==> config.mk <==
export PLATFORM = sky130hd
export DESIGN_NAME = draw_manager
export DESIGN_NICKNAME = d
export VERILOG_FILES = /design/src/rtl/draw_manager.sv
export SDC_FILE = /design/constraint.sdc
export NUM_CORES = 1
export LEC_CHECK = 0
export CAP_MARGIN = 5
export CELL_PAD_IN_SITES_DETAIL_PLACEMENT = 1
export CELL_PAD_IN_SITES_GLOBAL_PLACEMENT = 1
export CORE_MARGIN = 5
export CORE_UTILIZATION = 29
export CTS_CLUSTER_SIZE = 40
export DETAILED_ROUTE_END_ITERATION = 12
export PLACE_DENSITY = 0.83
export SYNTH_ARGS = -nofsm -noshare
export SYNTH_HDL_FRONTEND = slang
export SYNTH_SLANG_ARGS = --single-unit
==> constraint.sdc <==
create_clock -name clk -period 4.3 [get_ports clk]
set_input_delay 1.29 -clock clk [delete_from_list [all_inputs] [get_ports clk]]
set_output_delay 1.29 -clock clk [all_outputs]
set_load 0.05 [all_outputs]
==> src/rtl/draw_manager.sv <==
// draw_manager: arbitrates the shared pixel write bus among draw
// sources and forwards clipped pixels to the framebuffer.
module draw_manager #(
   parameter int NUM_SOURCES = 4,
   parameter int COLOR_DEPTH = 9,
   parameter int DRAW_WIDTH  = 640,
   parameter int DRAW_HEIGHT = 480,
   parameter int TIMEOUT     = 1023,
   localparam int SRC_W = (NUM_SOURCES > 1) ? $clog2(NUM_SOURCES) : 1,
   localparam int FB_AW = $clog2(DRAW_WIDTH * DRAW_HEIGHT)
) (
   input  logic                    clk,
   input  logic                    resetN,
   input  logic                    frame,
   output logic [SRC_W-1:0]        write_source_sel,
   output logic                    write_awaited,
   input  logic                    write_active,
   input  logic [COLOR_DEPTH-1:0]  write_color_data,
   input  logic                    write_transparent,
   input  logic signed [31:0]      write_x_addr,
   input  logic signed [31:0]      write_y_addr,
   output logic                    fb_we,
   output logic [FB_AW-1:0]        fb_addr,
   output logic [COLOR_DEPTH-1:0]  fb_data,
   output logic                    fb_swap,
   output logic                    busy,
   output logic                    overrun
);

   localparam int CNT_W = (TIMEOUT > 1) ? $clog2(TIMEOUT + 1) : 1;

   typedef enum logic [2:0] {
      S_IDLE,
      S_GRANT,
      S_DRAW,
      S_NEXT,
      S_DONE
   } state_t;

   state_t             state;
   state_t             state_nxt;
   logic [SRC_W-1:0]   idx;
   logic [CNT_W-1:0]   cnt;
   logic               last_src;
   logic               cnt_expired;
   logic               granted;
   logic               accept;
   logic               in_range;
   logic               do_write;
   logic [FB_AW-1:0]   lin_addr;

   assign last_src    = (idx == SRC_W'(NUM_SOURCES - 1));
   assign cnt_expired = (cnt == CNT_W'(TIMEOUT - 1));
   assign granted     = (state == S_GRANT) || (state == S_DRAW);
   assign accept      = granted && write_active;

   // Signed bounds check: negative coordinates must be clipped.
   assign in_range = (write_x_addr >= 0) &&
                     (write_x_addr < DRAW_WIDTH) &&
                     (write_y_addr >= 0) &&
                     (write_y_addr < DRAW_HEIGHT);

   assign do_write = accept && !write_transparent && in_range;

   // Full-width linear address, truncated to the framebuffer width.
   assign lin_addr = FB_AW'(write_y_addr * DRAW_WIDTH + write_x_addr);

   assign write_source_sel = idx;

   // State register.
   always_ff @(posedge clk) begin
      if (!resetN)
         state <= S_IDLE;
      else
         state <= state_nxt;
   end

   // Next-state logic; a pixel in the timeout cycle still wins.
   always_comb begin
      state_nxt = state;
      unique case (state)
         S_IDLE:  if (frame) state_nxt = S_GRANT;
         S_GRANT: begin
            if (write_active)
               state_nxt = S_DRAW;
            else if (cnt_expired)
               state_nxt = S_NEXT;
         end
         S_DRAW:  if (!write_active) state_nxt = S_NEXT;
         S_NEXT:  state_nxt = last_src ? S_DONE : S_GRANT;
         S_DONE:  state_nxt = S_IDLE;
         default: state_nxt = S_IDLE;
      endcase
   end

   // Moore outputs decoded from the current state.
   always_comb begin
      write_awaited = granted;
      busy          = (state != S_IDLE);
      fb_swap       = (state == S_DONE);
   end

   // Source index: restarts at 0 per frame, advances only in NEXT.
   always_ff @(posedge clk) begin
      if (!resetN)
         idx <= '0;
      else if (state == S_IDLE && frame)
         idx <= '0;
      else if (state == S_NEXT && !last_src)
         idx <= idx + 1'b1;
      else if (state == S_DONE)
         idx <= '0;
   end

   // Idle counter runs only while a grant is waiting for pixels.
   always_ff @(posedge clk) begin
      if (!resetN)
         cnt <= '0;
      else if (state == S_GRANT)
         cnt <= cnt + 1'b1;
      else
         cnt <= '0;
   end

   // Sticky flag for frame pulses that arrive mid-pass.
   always_ff @(posedge clk) begin
      if (!resetN)
         overrun <= 1'b0;
      else if (frame && state != S_IDLE)
         overrun <= 1'b1;
   end

   // Registered framebuffer write port, one cycle after acceptance.
   always_ff @(posedge clk) begin
      if (!resetN) begin
         fb_we   <= 1'b0;
         fb_addr <= '0;
         fb_data <= '0;
      end else begin
         fb_we <= do_write;
         if (do_write) begin
            fb_addr <= lin_addr;
            fb_data <= write_color_data;
         end
      end
   end

endmodule

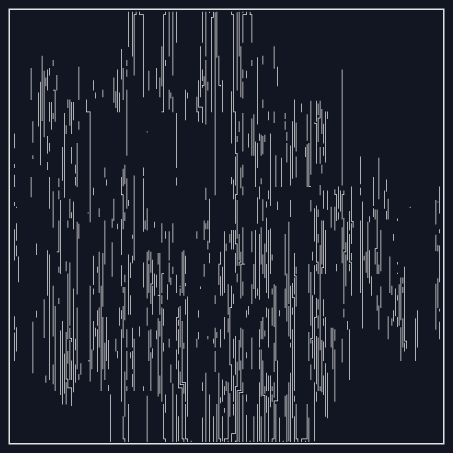
(images/layer_met2.png)
Drawn at 4 px/um.
nets with wire on the layer = 493
longest straight run = 45.6 um
wire length on this layer = 4300 um
main direction = vertical
share of all routed wire = 51%
vias post-DR: 2684
GR Layer Usage met2: 26.9%
Total Wirelength: 8430 um

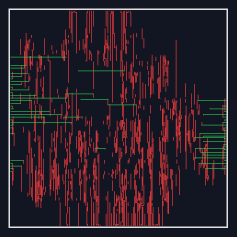
(images/wires.png)
Drawn at 2 px/um. Only two layers are drawn.
green -> metal 3  # wire length 515 um
red -> metal 2  # wire length 4300 um
Avg WL per Cell: 15.1 um
total track usage: 14.5%

==> impl_metrics.csv <==
group,metric,value,unit
status,status,"finished, final reports clean",
layout,final_cell_mix,"112 x clkdlybuf4s50_1, 49 x nor2_1, 45 x dfxtp_1",
logic_synthesis,yosys_warnings,0,
routing,drt_pass1_iterations,4,
place,place.gp.congestion,0.805,
timing,setup_ws,0.200,ns
worst_setup_path,worstPathRequired,4.48,ns
layout,design_area,4190,um^2
pwr,p_leak,0.00157,uW
layout,multiInputCombCellCount,246,
timing,hold_viol_final,0,
place,hpwl,7040,um
worst_setup_path,crit_path_end_kind,"flip-flop",
floorplanning,die_area,11700,um^2
layout,fillers,1100,
clocking,cts_sinks,45,
clocking,clk_latency,0.29,ns
timing,drv_slew,0,
layout,largestClassByArea,"combinational gates",
pwr,power.total,1090,uW
logic_synthesis,xor_area_share,7.82,%
logic_synthesis,synth_seq_share,32.2,%
place,placed_cell_area,4100,um^2
hold_path,hp-class,"reg -> reg",
logic_synthesis,synth_chip_area,2800,um^2
layout,drive_gt1_share,5.80,%
worst_setup_path,worstPathMaxFanout,5,
clocking,h-tree-depth,2,
layout,inverters,11,
routing,avgViaCountPerCell,4.79,
floorplanning,nWellTaps,129,
hold_path,hold_path_startpoint,"cnt[0]$_SDFF_PN0_",
hold_path,holdPathStages,1,
timing,min_period,4.10,ns
clocking,cts_root_buf,"clkbuf_8",
timing,worst_clock_skew,0.00344,ns
timing,fmax,244,MHz
logic_synthesis,synth_top_cell_by_count,"nor2_1",
logic_synthesis,syn_area,2800,um^2
layout,seq_share,21.5,%
pwr,peakVddDrop,0.149,mV
logic_synthesis,simple_gate_area_share,20.5,%
logic_synthesis,avgSynthCellArea,9.00,um^2
logic_synthesis,numSynthFlops,45,
run,maxCapViolCount,0,
layout,ff_count,45,
layout,buffers,122,
layout,clk_share,2.06,%
global_routing,antenna_found_initial,0,
clocking,ctsHoldBuffers,0,
pwr,powerDensity,261,nW/um^2
routing,met1_length,3570,um
routing,met2WireLength,4300,um
timing,hold_ws,0.485,ns
place,pre_cts_slack,-0.238,ns
worst_setup_path,regToRegSetupSlack,2.16,ns
logic_synthesis,edf_count,0,
worst_setup_path,r2r_start,"state[0]$_SDFFE_PN0P_",
routing,top_layer,"met4",
logic_synthesis,top_area_cell,"dfxtp_1",
layout,diodes,0,
worst_setup_path,rr_endpoint,"fb_data[7]$_SDFFE_PN0P_",
layout,final_nets,543,
logic_synthesis,ys_async_sr_fraction,0,%
floorplanning,rows,35,
logic_synthesis,flop_cell,"dfxtp_1",
clocking,cts_tree,"yes",
timing,timing.setup.tns,0,ns
timing,tightest_slew,0.548,ns
global_routing,grt_overflow,0,
logic_synthesis,mux_area_share,8.58,%
timing,rsz0062_at_grt,"true",
logic_synthesis,top_logic_kind,"simple AND/OR/NAND/NOR gates",
logic_synthesis,synthAdderAreaFrac,15.7,%
timing,timing.final.crit_share,95.3,%
logic_synthesis,synth.area.top_cells,"dfxtp_1 32%, ha_1 14%, mux2i_1 8.6%",
global_routing,grt_pass1_wl,13700,um
logic_synthesis,synth_stat.cells,311,
logic_synthesis,synth_cell_types,48,
worst_setup_path,crit_path_start_kind,"input pin",
hold_path,whs_endpoint,"cnt[0]$_SDFF_PN0_",
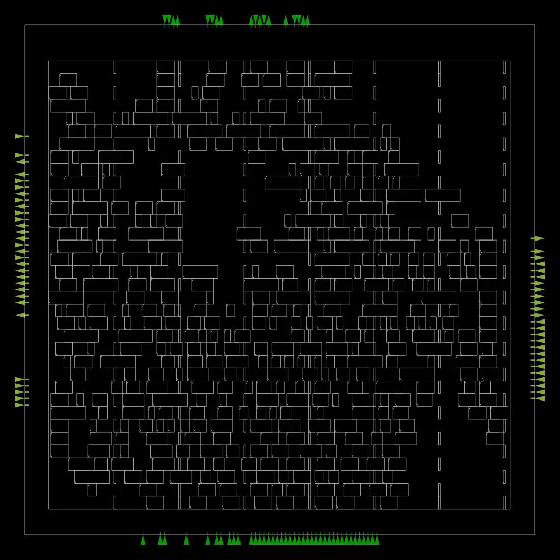
(images/placement.png)
core area: 9330 um^2
final core occ: 44.9%

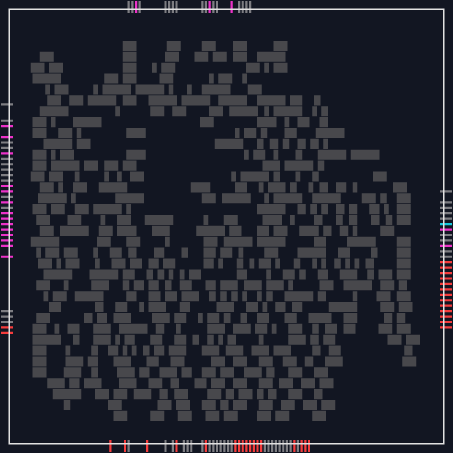
(images/io_placement.png)
Drawn at 4 px/um. Pins as bars across the die edge, other pins in gray.
cyan -> `write_active`  # pins 1, direction input, edge east
red -> `write_y_addr`  # pins 32, direction input, edge 17 south, 13 east, 2 west
magenta -> `fb_addr`  # pins 19, direction output, edge 14 west, 3 north, 2 east
all pins by edge = 40 south, 30 west, 25 east, 18 north
Die Y: 108 um
die x size: 108 um
buffers added on ports: 112

worst max-delay path by stage:
stage                     from                        to  slack [ns]
5_1_grt        write_y_addr[2]  fb_addr[18]$_SDFFE_PN0P_       0.004
3_3_place_gp   write_y_addr[2]  fb_addr[18]$_SDFFE_PN0P_       -0.03
6_report       write_y_addr[1]  fb_addr[18]$_SDFFE_PN0P_        0.20
2_1_floorplan  write_y_addr[1]  fb_addr[17]$_SDFFE_PN0P_        0.58
4_1_cts        write_y_addr[1]  fb_addr[17]$_SDFFE_PN0P_        0.08
3_5_place_dp   write_y_addr[1]  fb_addr[17]$_SDFFE_PN0P_       -0.24
power breakdown:
group / total (uW) / switching [uW] / leakage, uW / internal [uW]
logic: 402 / 189 / 0.00116 / 213
clock network: 266 / 138 / 0.0000443 / 128
registers: 426 / 6.37 / 0.000363 / 420
total: 1090 / 334 / 0.00157 / 761
kinds of logic (layout without fill, tap and decap cells):
group	after synthesis	after routing
and+or+nand+nor	113	113
AOI/OAI and AO/OA	50	50
DFF	45	45
adders and majority gates	34	34
xor gates and xnor gates	25	25
muxes	24	24
buffers and inverters	20	140
sequential cells by signal, summed over array words and instances, names as in the netlist:
register	cells
fb_addr	19
cnt	10
fb_data	9
state	3
write_source_sel	2
fb_we	1
overrun	1
worst max-delay path: stages:
cell and delay [ns]:
clkdlybuf4s50_1 0.46, ha_1 0.31, ha_1 0.16, inv_1 0.05, fa_1 0.42, nor2b_2 0.15
o21a_1 0.13, nor2_1 0.05, xnor2_1 0.12, ha_1 0.35, o2111ai_1 0.20, a311oi_1 0.34
xnor2_1 0.16, a21oi_1 0.08
repair_timing:
item | 4_1_cts | 5_1_grt
setup endpoints to repair | 0 | 3
setup buffers | 0 | 0
gates resized | 0 | 3
endpoints found under the hold margin | 0 | 0
Power figures rest on the tool's default switching activity, not on a simulated workload.
